==> src/rtl/ipm2l_hsstlp_rst_pkg.sv <==
// Shared definitions for the HSSTLP reset sequencers: PLL sequencer state
// encoding, per-state output decode and parameter helpers.
package ipm2l_hsstlp_rst_pkg;

  typedef enum logic [2:0] {
    ST_IDLE      = 3'd0,
    ST_PLL_PD    = 3'd1,
    ST_PLL_RST   = 3'd2,
    ST_WAIT_LOCK = 3'd3,
    ST_LOCK_DEB  = 3'd4,
    ST_DONE      = 3'd5
  } pll_state_e;

  typedef struct packed {
    logic pd_n;
    logic rst_n;
    logic clr;
    logic done;
  } pll_out_t;

  localparam pll_out_t PLL_OUT_RESET = '{pd_n: 1'b0, rst_n: 1'b0, clr: 1'b1, done: 1'b0};

  // Outputs are a pure function of state so they can be registered from the next state.
  function automatic pll_out_t pll_decode(input pll_state_e st);
    pll_out_t o;
    o = PLL_OUT_RESET;
    case (st)
      ST_IDLE:      o = PLL_OUT_RESET;
      ST_PLL_PD:    o = PLL_OUT_RESET;
      ST_PLL_RST:   o = '{pd_n: 1'b1, rst_n: 1'b0, clr: 1'b1, done: 1'b0};
      ST_WAIT_LOCK: o = '{pd_n: 1'b1, rst_n: 1'b1, clr: 1'b0, done: 1'b0};
      ST_LOCK_DEB:  o = '{pd_n: 1'b1, rst_n: 1'b1, clr: 1'b0, done: 1'b0};
      ST_DONE:      o = '{pd_n: 1'b1, rst_n: 1'b1, clr: 1'b0, done: 1'b1};
      default:      o = PLL_OUT_RESET;
    endcase
    return o;
  endfunction

  function automatic int max3(input int a, input int b, input int c);
    int m;
    m = a;
    if (b > m) m = b;
    else m = m;
    if (c > m) m = c;
    else m = m;
    return m;
  endfunction

endpackage

==> src/rtl/ipm2l_hsstlp_rst_sync.sv <==
// Two-flop synchronizer with a configurable reset value; shared by the
// HSSTLP reset stages.
module ipm2l_hsstlp_rst_sync #(
  parameter bit RST_VAL = 1'b0
) (
  input  logic clk,
  input  logic rst,
  input  logic d,
  output logic q
);

  logic meta;

  // Two-stage capture of the asynchronous input.
  always_ff @(posedge clk) begin
    if (rst) begin
      meta <= RST_VAL;
      q    <= RST_VAL;
    end else begin
      meta <= d;
      q    <= meta;
    end
  end

endmodule

==> src/rtl/ipm2l_hsstlp_pll_rst_fsm.sv <==
// PLL reset sequencer: power-down, reset, debounced lock wait, and
// watchdog-driven restart of a PLL that fails to lock.
module ipm2l_hsstlp_pll_rst_fsm
  import ipm2l_hsstlp_rst_pkg::*;
#(
  parameter int PD_CYCLES       = 64,
  parameter int RST_CYCLES      = 32,
  parameter int LOCK_DEB_CYCLES = 256,
  parameter int RETRY_WIDTH     = 4
) (
  input  logic                   clk,
  input  logic                   rst,
  input  logic                   seq_en,
  input  logic                   pll_lock,
  input  logic                   wtchdg_rst_n,
  output logic                   pll_pd_n,
  output logic                   pll_rst_n,
  output logic                   pll_ready,
  output logic                   wtchdg_clr,
  output logic                   wtchdg_in,
  output logic [RETRY_WIDTH-1:0] retry_cnt,
  output logic [2:0]             fsm_st
);

  localparam int MAX_CYC = max3(PD_CYCLES, RST_CYCLES, LOCK_DEB_CYCLES);
  localparam int CW      = $clog2(MAX_CYC) + 1;

  localparam logic [CW-1:0] PD_LAST  = CW'(PD_CYCLES - 1);
  localparam logic [CW-1:0] RST_LAST = CW'(RST_CYCLES - 1);
  localparam logic [CW-1:0] DEB_LAST = CW'(LOCK_DEB_CYCLES - 1);

  pll_state_e      state;
  pll_state_e      nxt;
  logic [CW-1:0]   cnt;
  logic [CW-1:0]   cnt_nxt;
  logic            lock_s;
  logic            wd_fire;
  pll_out_t        out_nxt;

  ipm2l_hsstlp_rst_sync #(
    .RST_VAL (1'b0)
  ) u_lock_sync (
    .clk (clk),
    .rst (rst),
    .d   (pll_lock),
    .q   (lock_s)
  );

  // The watchdog only matters while we are waiting on the PLL to lock.
  assign wd_fire = seq_en && !wtchdg_rst_n &&
                   ((state == ST_WAIT_LOCK) || (state == ST_LOCK_DEB));

  // Next-state selection: disable beats watchdog, watchdog beats lock events.
  always_comb begin
    nxt = state;
    if (!seq_en) begin
      nxt = ST_IDLE;
    end else if (wd_fire) begin
      nxt = ST_PLL_PD;
    end else begin
      case (state)
        ST_IDLE: nxt = ST_PLL_PD;
        ST_PLL_PD: begin
          if (cnt == PD_LAST) nxt = ST_PLL_RST;
          else                nxt = ST_PLL_PD;
        end
        ST_PLL_RST: begin
          if (cnt == RST_LAST) nxt = ST_WAIT_LOCK;
          else                 nxt = ST_PLL_RST;
        end
        ST_WAIT_LOCK: begin
          if (lock_s) nxt = ST_LOCK_DEB;
          else        nxt = ST_WAIT_LOCK;
        end
        ST_LOCK_DEB: begin
          if (!lock_s)              nxt = ST_WAIT_LOCK;
          else if (cnt == DEB_LAST) nxt = ST_DONE;
          else                      nxt = ST_LOCK_DEB;
        end
        ST_DONE: begin
          if (!lock_s) nxt = ST_WAIT_LOCK;
          else         nxt = ST_DONE;
        end
        default: nxt = ST_IDLE;
      endcase
    end
  end

  // Shared duration counter: restarts on any state change, runs only in timed states.
  always_comb begin
    cnt_nxt = '0;
    if (nxt != state) begin
      cnt_nxt = '0;
    end else if ((state == ST_PLL_PD) || (state == ST_PLL_RST) || (state == ST_LOCK_DEB)) begin
      cnt_nxt = cnt + CW'(1);
    end else begin
      cnt_nxt = '0;
    end
  end

  // Output decode of the upcoming state keeps outputs aligned with fsm_st.
  always_comb begin
    out_nxt = pll_decode(nxt);
  end

  // State, counter, retry count and registered outputs.
  always_ff @(posedge clk) begin
    if (rst) begin
      state      <= ST_IDLE;
      cnt        <= '0;
      retry_cnt  <= '0;
      pll_pd_n   <= PLL_OUT_RESET.pd_n;
      pll_rst_n  <= PLL_OUT_RESET.rst_n;
      wtchdg_clr <= PLL_OUT_RESET.clr;
      wtchdg_in  <= PLL_OUT_RESET.done;
      pll_ready  <= PLL_OUT_RESET.done;
    end else begin
      state <= nxt;
      cnt   <= cnt_nxt;
      if (wd_fire && (retry_cnt != {RETRY_WIDTH{1'b1}})) begin
        retry_cnt <= retry_cnt + RETRY_WIDTH'(1);
      end else begin
        retry_cnt <= retry_cnt;
      end
      pll_pd_n   <= out_nxt.pd_n;
      pll_rst_n  <= out_nxt.rst_n;
      wtchdg_clr <= out_nxt.clr;
      wtchdg_in  <= out_nxt.done;
      pll_ready  <= out_nxt.done;
    end
  end

  assign fsm_st = state;

endmodule

==> config.mk <==
export PLATFORM = sky130hd
export DESIGN_NAME = ipm2l_hsstlp_pll_rst_fsm
export DESIGN_NICKNAME = d
export VERILOG_FILES = /design/src/rtl/ipm2l_hsstlp_rst_pkg.sv /design/src/rtl/ipm2l_hsstlp_rst_sync.sv /design/src/rtl/ipm2l_hsstlp_pll_rst_fsm.sv
export SDC_FILE = /design/constraint.sdc
export NUM_CORES = 1
export LEC_CHECK = 0
export CAP_MARGIN = 20
export CELL_PAD_IN_SITES_DETAIL_PLACEMENT = 1
export CELL_PAD_IN_SITES_GLOBAL_PLACEMENT = 1
export CORE_AREA = 2 2 55 67
export CTS_CLUSTER_SIZE = 24
export DETAILED_ROUTE_END_ITERATION = 6
export DIE_AREA = 0 0 57 69
export HOLD_SLACK_MARGIN = 0.05
export PLACE_DENSITY = 0.7
export SYNTH_ARGS = -nofsm -noshare
export SYNTH_HDL_FRONTEND = slang
export SYNTH_SLANG_ARGS = --single-unit
==> constraint.sdc <==
create_clock -name clk -period 2.23 [get_ports clk]
set_clock_uncertainty 0.2 [all_clocks]
set_input_delay 0.5575 -clock clk [delete_from_list [all_inputs] [get_ports clk]]
set_output_delay 0.5575 -clock clk [all_outputs]
set_load 0.005 [all_outputs]
==> reports/qor.tcl, run 1 <==
set qor(drt-initial-drc-count) 15
set qor(synth_sequential_area_ratio) 0.3753
set qor(critical_path.top_delay_family) {buffers and inverters}
set qor(ioPinCount) 17
set qor(grt_most_used_layer) {met2}
set qor(route.met3.wl_microns) 51
set qor(dominant_power_group) {registers}
set qor(final_critical_path_time_including_i_o_delays_and_setup_ns) 2.148
set qor(internal_power_consumption_uw) 593.4
set qor(pre_cts_ws_ns) -0.2738
set qor(worst_setup_hold_path_clk_slew_ns) 0.08
set qor(total_leakage_power_uw) 0.0005944
set qor(yosys.area_share.aoi) 0.1620
set qor(num-nonclk-buffers) 33
set qor(die_y_microns) 69
set qor(power.combinational.fraction) 0.106
set qor(bufs_and_invs_on_worst_path) 1
set qor(final_cells) 184
set qor(finish.utilization) 0.4821
set qor(drt-wirelength-per-cell_microns) 14.96
set qor(postRouteAntennaNets) 0
set qor(design.die.area_sq_um) 3933
set qor(post-synth-top-area-fraction) 0.3753
set qor(buffer_ports.inserted) 16
set qor(grt_remaining_overflow) 0
set qor(combinationalPower_uw) 80.9
set qor(floorplanUtilization) 0.3577
set qor(setup-violations-final) 0
set qor(min_delay_worst_endpoint) {u_lock_sync.q}
set qor(nonClockInverterCount) 4
set qor(r2r_setup_slack_ns) 0.10
set qor(switching_power_uw) 168.5
set qor(synth.area.mux_share) 0.008529
set qor(die_w_microns) 57
set qor(pwr-share-clk) 0.363
set qor(comb_area_frac) 0.4541
set qor(timing.setup.tns_ns) 0
set qor(reg2regPathDepth) 9
set qor(status) {finished clean}
set qor(placedCellCount) 180
set qor(max-cap-violations) 0
set qor(final-max-slew-violation-count) 0
set qor(synthesis.instances) 116
set qor(dominantRegCellSynth) {sky130_fd_sc_hd__dfxtp_1}
set qor(wirelength_microns) 2753
set qor(top_layout_cell) {sky130_fd_sc_hd__dfxtp_1}
set qor(routedLengthMet1_microns) 1096
set qor(cts_hold_repair.buffers) 0
set qor(syn_to_final_growth_pct) 34.76
set qor(clk-power_uw) 277
set qor(nonClkBufAreaFrac) 0.1915
set qor(min_from) {u_lock_sync.meta}
set qor(critical_path.reg2reg.startpoint) {cnt[0]}
set qor(hold_viol) 0
set qor(syn_avg_cell_area_sq_um) 10.12
set qor(use_met1) 0.1700
set qor(p_total_uw) 761.9
set qor(grt_setup_unrepaired) {true}
set qor(synth-area-yosys_sq_um) 1174
set qor(antenna_found_initial) 0
set qor(drc) 0
[run 1: worst max path at each step]
| stage | slack (ns) | startpoint | to | depth (start not counted) |
|---|---|---|---|---|
| after floorplan | 0.004 | cnt[0] | cnt[0] | 9 |
| after global placement | -0.15 | seq_en | cnt[0] | 6 |
| after detailed placement | -0.27 | seq_en | cnt[0] | 6 |
| after CTS | 0.009 | seq_en | cnt[0] | 6 |
| after global routing | -0.01 | cnt[0] | cnt[8] | 9 |
| final | 0.08 | fsm_st[2] | fsm_st[2] | 1 |
[run 1: what timing repair did]
item | in CTS | in global routing
gates cloned | 0 | 0
setup endpoints to repair | 11 | 9
gates resized | 2 | 8
pin swaps | 2 | 2
Fig. 1: run 1, M2 wires
Cells faint in the background.
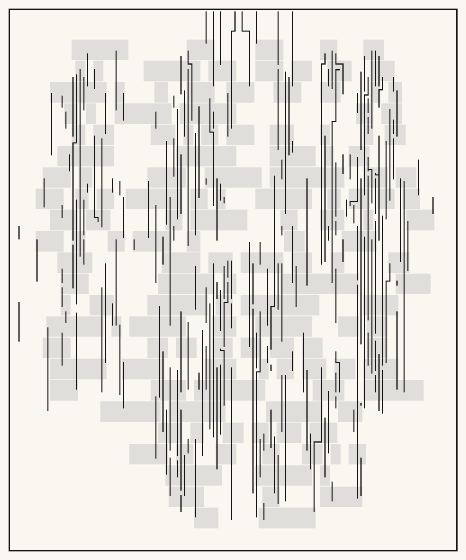
- main direction: vertical
- wire length on this layer: 1560 microns
- share of all routed wire: 57%
- nets with wire on the layer: 146

Fig. 2: run 1, cell placement
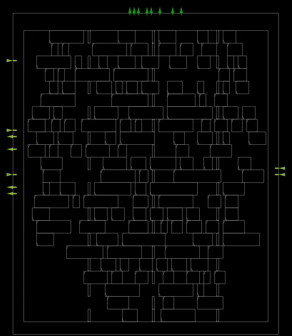
fraction of standard cell area that is sequential: 0.2809
number of core rows: 23

Fig. 3: run 1, the metal 3 layer
The bar under the picture is 20 microns long.
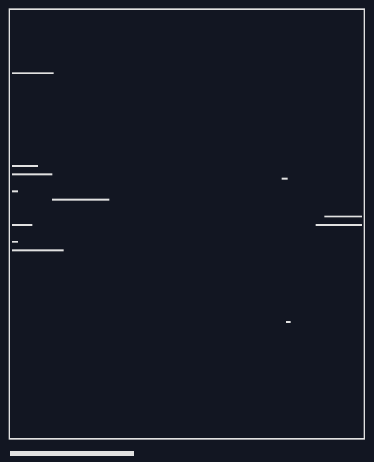
- wire length on this layer: 51.8 microns
- share of all routed wire: 1.9%

Fig. 4: run 1, wires at chosen ports, followed through buffers
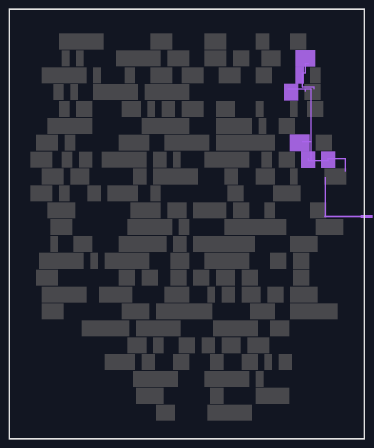
- purple: wtchdg_rst_n (bits 1; direction input; end cells 6; buffers 2; wire 44.5 microns)

==> run 2, diff against run 1 <==
--- a/config.mk
+++ b/config.mk
@@ -14,6 +14,7 @@
 export DIE_AREA = 0 0 57 69
 export HOLD_SLACK_MARGIN = 0.05
 export PLACE_DENSITY = 0.7
+export SKIP_CTS_REPAIR_TIMING = 1
 export SYNTH_ARGS = -nofsm -noshare
 export SYNTH_HDL_FRONTEND = slang
 export SYNTH_SLANG_ARGS = --single-unit
==> constraint.sdc (replaced) <==
create_clock -name clk -period 2.23 [get_ports clk]
set_clock_uncertainty 0.2 [all_clocks]
set_input_delay 0.5575 -clock clk [delete_from_list [all_inputs] [get_ports clk]]
set_output_delay 0.5575 -clock clk [all_outputs]
set_load 0.01 [all_outputs]
Fig. 5: run 2, cell placement
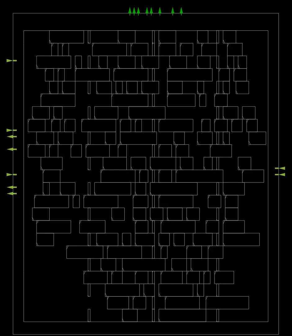
utilization after layout: 0.5023
fill cell instance count of the final layout: 370
tap cell count: 37
core outline area: 3281 sq um
number of sequential cells in the layout: 22

==> run 2 against run 1 <==
  * The run now ends with setup timing left
  * Largest power group unchanged
  * First-iteration DRC count decreased by 6.7%
  * Via count increased by 2.2%
  * Sequential power about the same
  * Critical path type is now reg -> reg
  * Sequential cell count unchanged
  * Register-to-register slack got worse by 0.12 ns
  * Critical path depth increased by 9
  * Synthesized cell count unchanged
  * Core utilization increased by 2.0 points
  * Total power increased by 2.1%
==> reports/qor.tcl, run 2 <==
set qor(p_total_uw) 777.7
set qor(design.die.area_sq_um) 3933
set qor(dominantRegCellSynth) {sky130_fd_sc_hd__dfxtp_1}
set qor(reg2regPathDepth) 10
set qor(combinationalPower_uw) 97.8
set qor(synth.top_cells.by_area) {sky130_fd_sc_hd__dfxtp_1 (38%), sky130_fd_sc_hd__nor4_1 (3.7%), sky130_fd_sc_hd__xor2_1 (3.7%), sky130_fd_sc_hd__ha_1 (3.2%), sky130_fd_sc_hd__nor2b_1 (3.2%)}
set qor(drc) 0
set qor(critical_path.reg2reg.startpoint) {cnt[0]}
set qor(antenna_found_initial) 0
set qor(status) {finished, violations left}
set qor(maximum_single_stage_delay_on_the_critical_path_ns) 0.35
set qor(finished_layout_cell_area_sq_um) 1648
set qor(route.met2.wl_microns) 1709
set qor(worst_setup_hold_path_clk_slew_ns) 0.08
set qor(buffer_ports.inserted) 16
set qor(sequentialPower_uw) 404
set qor(globalRouteTotalUtil) 0.1477
set qor(power.combinational.fraction) 0.126
set qor(dominant_power_group) {registers}
set qor(htreeDepth) 1
set qor(finalCritPeriodShare) 1.009
set qor(worstPathCellList) {ha_4 > and4_4 > nand2_4 > nor2_4 > ha_4 > o41ai_4 > o221ai_4 > buf_4 > xor2_4 > nor4_1}
set qor(routed_via_density) 5.396
set qor(crit_path_end_kind) {flop}
set qor(crit_cells) 10
set qor(floorplanUtilization) 0.3577
set qor(final_layout_top_logic_cells) {sky130_fd_sc_hd__buf_4 (18), sky130_fd_sc_hd__dfxtp_1 (17), sky130_fd_sc_hd__clkdlybuf4s50_1 (15)}
set qor(final-max-slew-violation-count) 0
set qor(power_density_nw_per_um2) 472.0
set qor(bufs_and_invs_on_worst_path) 1
set qor(violations) {setup timing}
set qor(final_critical_path_time_including_i_o_delays_and_setup_ns) 2.249
set qor(use_met1) 0.1640
set qor(total_leakage_power_uw) 0.0006160
set qor(crit_end) {cnt[6]}
set qor(die_y_microns) 69
set qor(critical_path.top_delay_family) {simple AND/OR/NAND/NOR gates}
set qor(grt_most_used_layer) {met2}
set qor(hold_viol) 0
set qor(pwr-share-clk) 0.354
set qor(grt.met3_usage) 0.01876
set qor(timing.setup.tns_ns) -0.02758
set qor(max-vdd-ir-drop_mv) 0.3969
set qor(min_delay_worst_endpoint) {u_lock_sync.q}
set qor(die_w_microns) 57
set qor(diodes) 0
set qor(max-cap-violations) 0
set qor(grt_use_met2) 0.2822
set qor(top_layout_cell) {sky130_fd_sc_hd__buf_4}
set qor(wirelength_microns) 2973
set qor(post-synth-top-area-fraction) 0.3753
set qor(postRouteAntennaNets) 0
set qor(setup-violations-final) 2
set qor(switching_power_uw) 176.2
set qor(grt_setup_unrepaired) {true}
set qor(routedLengthMet1_microns) 1174
set qor(netlist-cell-type-count) 45
set qor(synth-area-yosys_sq_um) 1174
set qor(postPlaceCellArea_sq_um) 1481
set qor(synth_top_cells_by_count) {sky130_fd_sc_hd__dfxtp_1 (22), sky130_fd_sc_hd__nand2_1 (7), sky130_fd_sc_hd__nor2_1 (7), sky130_fd_sc_hd__nor4_1 (7), sky130_fd_sc_hd__nor2b_1 (6)}
set qor(placedCellCount) 180
set qor(pre_cts_ws_ns) -0.2738
set qor(cell_with_the_largest_stage_delay_on_the_worst_path) {sky130_fd_sc_hd__dfxtp_2}
set qor(ioPinCount) 17
set qor(grt_remaining_overflow) 0
set qor(floorplan.rows) 23
set qor(tritoncts_clock_tree) {done}
set qor(place_congestion) 0.8233
set qor(critPathLaunch) {cnt[0]}
set qor(clk-power_uw) 276
set qor(drt-initial-drc-count) 14
set qor(largest_register_ffs) 9
set qor(syn_to_final_growth_pct) 40.41
set qor(internal_power_consumption_uw) 601.5
set qor(ys.warnings.count) 0
set qor(synth.net_count) 124
set qor(setup_slack_ns) -0.01932
set qor(critical-path-top-cell-by-count) {sky130_fd_sc_hd__ha_4}
set qor(worst-setup-path-type) {reg -> reg}
set qor(synthesis.instances) 116
set qor(final_cells) 187
set qor(syn_avg_cell_area_sq_um) 10.12
set qor(r2r_setup_slack_ns) -0.02
set qor(min_from) {u_lock_sync.meta}
set qor(route.met3.wl_microns) 46
set qor(drt-wirelength-per-cell_microns) 15.90
set qor(root_buffer) {sky130_fd_sc_hd__clkbuf_8}
set qor(synth_sequential_area_ratio) 0.3753
run 2: cell counts after synthesis:
No cell type changed its count.
run 2: layout make-up:
cell class              instances  area [sq um]  area share
multi-input cells              85         767.0      0.4655
flip-flops and latches         22         446.7      0.2711
repair buffers                 35         317.8      0.1929
clock buffers                   4         55.05     0.03341
well taps                      37         46.29     0.02809
inverters                       4         15.01    0.009112
run 2: cells by family (layout without fill, tap and decap cells):
kind of cell | after synthesis | after routing | synth area share
multiplexers | 1 | 1 | 0.008529
AND/OR/NAND/NOR | 52 | 52 | 0.2921
flip-flops | 22 | 22 | 0.3753
AND-OR/OR-AND | 20 | 20 | 0.1621
adder cells (fa/ha/maj) | 3 | 3 | 0.03199
XOR/XNOR | 8 | 9 | 0.07570
buffers and inverters | 10 | 43 | 0.05437
==> run 3, diff against run 2 <==
--- a/config.mk
+++ b/config.mk
@@ -5,7 +5,7 @@
 export SDC_FILE = /design/constraint.sdc
 export NUM_CORES = 1
 export LEC_CHECK = 0
-export CAP_MARGIN = 20
+export CAP_MARGIN = 25
 export CELL_PAD_IN_SITES_DETAIL_PLACEMENT = 1
 export CELL_PAD_IN_SITES_GLOBAL_PLACEMENT = 1
 export CORE_AREA = 2 2 55 67
Fig. 6: run 3, M2 wires
Cells faint in the background.
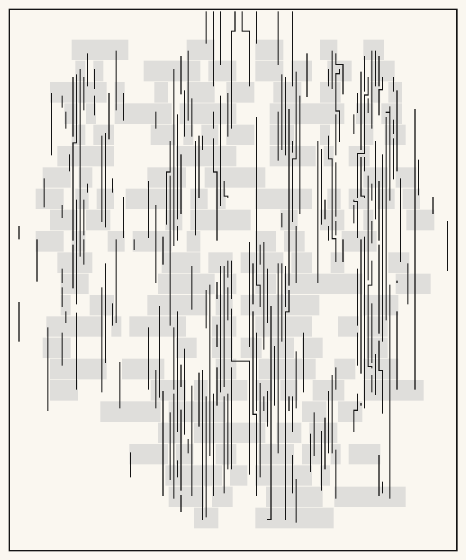
met2 global-route usage: 0.2822
total routed wirelength: 2973 microns
Vias: 1009

==> run 3 against run 2 <==
  * The flow still finishes with violations (setup timing)
  * Non-clock buffer count unchanged
  * Cell area unchanged
  * Synthesized area is the same
  * Register-to-register slack barely moved
  * Hold slack unchanged
==> reports/qor.tcl, run 3 <==
set qor(status) {finished, violations left}
set qor(violations) {setup timing}
set qor(final_critical_path_time_including_i_o_delays_and_setup_ns) 2.249
set qor(nonClkBufAreaFrac) 0.1929
set qor(nets) 159
set qor(final.clkbuf_count) 4
set qor(floorplanUtilization) 0.3577
set qor(largest_register_ffs) 9
set qor(tritoncts_clock_tree) {done}
set qor(setup_slack_ns) -0.01932
set qor(ys.warnings.count) 0
set qor(dominantRegCellSynth) {sky130_fd_sc_hd__dfxtp_1}
set qor(final_layout_top_logic_cells) {sky130_fd_sc_hd__buf_4 (18), sky130_fd_sc_hd__dfxtp_1 (17), sky130_fd_sc_hd__clkdlybuf4s50_1 (15)}
set qor(htreeDepth) 1
set qor(synth_sequential_area_ratio) 0.3753
set qor(cell_with_the_largest_stage_delay_on_the_worst_path) {sky130_fd_sc_hd__dfxtp_2}
set qor(synth-area-yosys_sq_um) 1174
set qor(drc) 0
set qor(finalCritPeriodShare) 1.009
set qor(synth.top_cells.by_area) {sky130_fd_sc_hd__dfxtp_1 (38%), sky130_fd_sc_hd__nor4_1 (3.7%), sky130_fd_sc_hd__xor2_1 (3.7%), sky130_fd_sc_hd__ha_1 (3.2%), sky130_fd_sc_hd__nor2b_1 (3.2%)}
set qor(drt-initial-drc-count) 14
set qor(layout.filler_cells) 370
set qor(drt-wirelength-per-cell_microns) 15.90
set qor(num-nonclk-buffers) 35
set qor(syn_avg_cell_area_sq_um) 10.12
set qor(final-max-slew-violation-count) 0
set qor(max_flop_register) {cnt}
set qor(min_delay_worst_endpoint) {u_lock_sync.q}
set qor(use_met1) 0.1640
set qor(synth_top_cells_by_count) {sky130_fd_sc_hd__dfxtp_1 (22), sky130_fd_sc_hd__nand2_1 (7), sky130_fd_sc_hd__nor2_1 (7), sky130_fd_sc_hd__nor4_1 (7), sky130_fd_sc_hd__nor2b_1 (6)}
set qor(critical-path-top-cell-by-count) {sky130_fd_sc_hd__ha_4}
set qor(synthesis.instances) 116
set qor(clock_tree_area_fraction) 0.03341
set qor(bufs_and_invs_on_worst_path) 1
set qor(buffer_ports.inserted) 16
set qor(reg2regPathDepth) 10
set qor(grt.met3_usage) 0.01876
set qor(antenna_found_initial) 0
set qor(pwr-share-clk) 0.354
set qor(grt_setup_unrepaired) {true}
set qor(critPathRequiredTime_ns) 2.18
set qor(r2r-end) {cnt[6]}
set qor(max-vdd-ir-drop_mv) 0.3969
set qor(grt_most_used_layer) {met2}
set qor(setup-violations-final) 2
set qor(crit_end) {cnt[6]}
set qor(hold_viol) 0
set qor(synth.net_count) 124
set qor(route.met2.wl_microns) 1709
set qor(finish.utilization) 0.5023
set qor(die_y_microns) 69
set qor(critical_path.top_delay_family) {simple AND/OR/NAND/NOR gates}
set qor(detailedPlacementHpwl_microns) 2188
set qor(area_used_by_multi_input_combinational_logic_sq_um) 767.0
set qor(internal_power_consumption_uw) 601.5
set qor(die_w_microns) 57
set qor(pre_cts_ws_ns) -0.2738
set qor(diodes) 0
set qor(routedLengthMet1_microns) 1174
set qor(nonClockInverterCount) 4
set qor(comb_area_frac) 0.4655
set qor(sh_seq_area) 0.2711
set qor(maximum_single_stage_delay_on_the_critical_path_ns) 0.35
set qor(crit_cells) 10
set qor(postRouteAntennaNets) 0
set qor(timing.setup.tns_ns) -0.02758
set qor(combinationalPower_uw) 97.8
set qor(worst_slew_margin_rel) 0.7440
set qor(placeableCoreArea_sq_um) 3281
set qor(dominant_power_group) {registers}
set qor(post-synth-top-area-fraction) 0.3753
set qor(max-cap-violations) 0
set qor(place_congestion) 0.8233
set qor(worst-setup-path-type) {reg -> reg}
set qor(clk-power_uw) 276
set qor(floorplan.rows) 23
set qor(syn_to_final_growth_pct) 40.41
set qor(root_buffer) {sky130_fd_sc_hd__clkbuf_8}
set qor(cts_buffers) 3
set qor(min_from) {u_lock_sync.meta}
set qor(power.combinational.fraction) 0.126
set qor(worst_setup_hold_path_clk_slew_ns) 0.08
set qor(design.die.area_sq_um) 3933
set qor(floorplan.tapcells) 37
set qor(switching_power_uw) 176.2
set qor(ioPinCount) 17
set qor(netlist-cell-type-count) 45
set qor(sequentialPower_uw) 404
set qor(r2r_setup_slack_ns) -0.02
set qor(globalRouteTotalUtil) 0.1477
set qor(top_layout_cell) {sky130_fd_sc_hd__buf_4}
set qor(worstPathCellList) {ha_4 > and4_4 > nand2_4 > nor2_4 > ha_4 > o41ai_4 > o221ai_4 > buf_4 > xor2_4 > nor4_1}
set qor(grt_remaining_overflow) 0
set qor(total_leakage_power_uw) 0.0006160
set qor(critical_path.reg2reg.startpoint) {cnt[0]}
set qor(critPathLaunch) {cnt[0]}
set qor(dominant-cell-class) {combinational gates}
==> run 3: cell counts after synthesis <==
No cell type changed its count.
==> run 3: cells by family (layout without fill, tap and decap cells) <==
group,Yosys count,after routing,share of synthesized area
simple gates,52,52,0.2921
compound gates,20,20,0.1621
buf+inv,10,43,0.05437
xor+xnor,8,9,0.07570
flops,22,22,0.3753
mux,1,1,0.008529
fa+ha+maj,3,3,0.03199
==> run 3: stage by stage <==
step	hold WS, ns	std cells	cell area [sq um]
6_report	0.2546	187	1648
5_1_grt	0.2608	187	1648
4_1_cts	0.2550	184	1536
3_5_place_dp	0.2534	180	1481
3_3_place_gp	0.2334	180	1481
2_1_floorplan	0.2138	116	1184
Power and IR drop assume default switching activity.
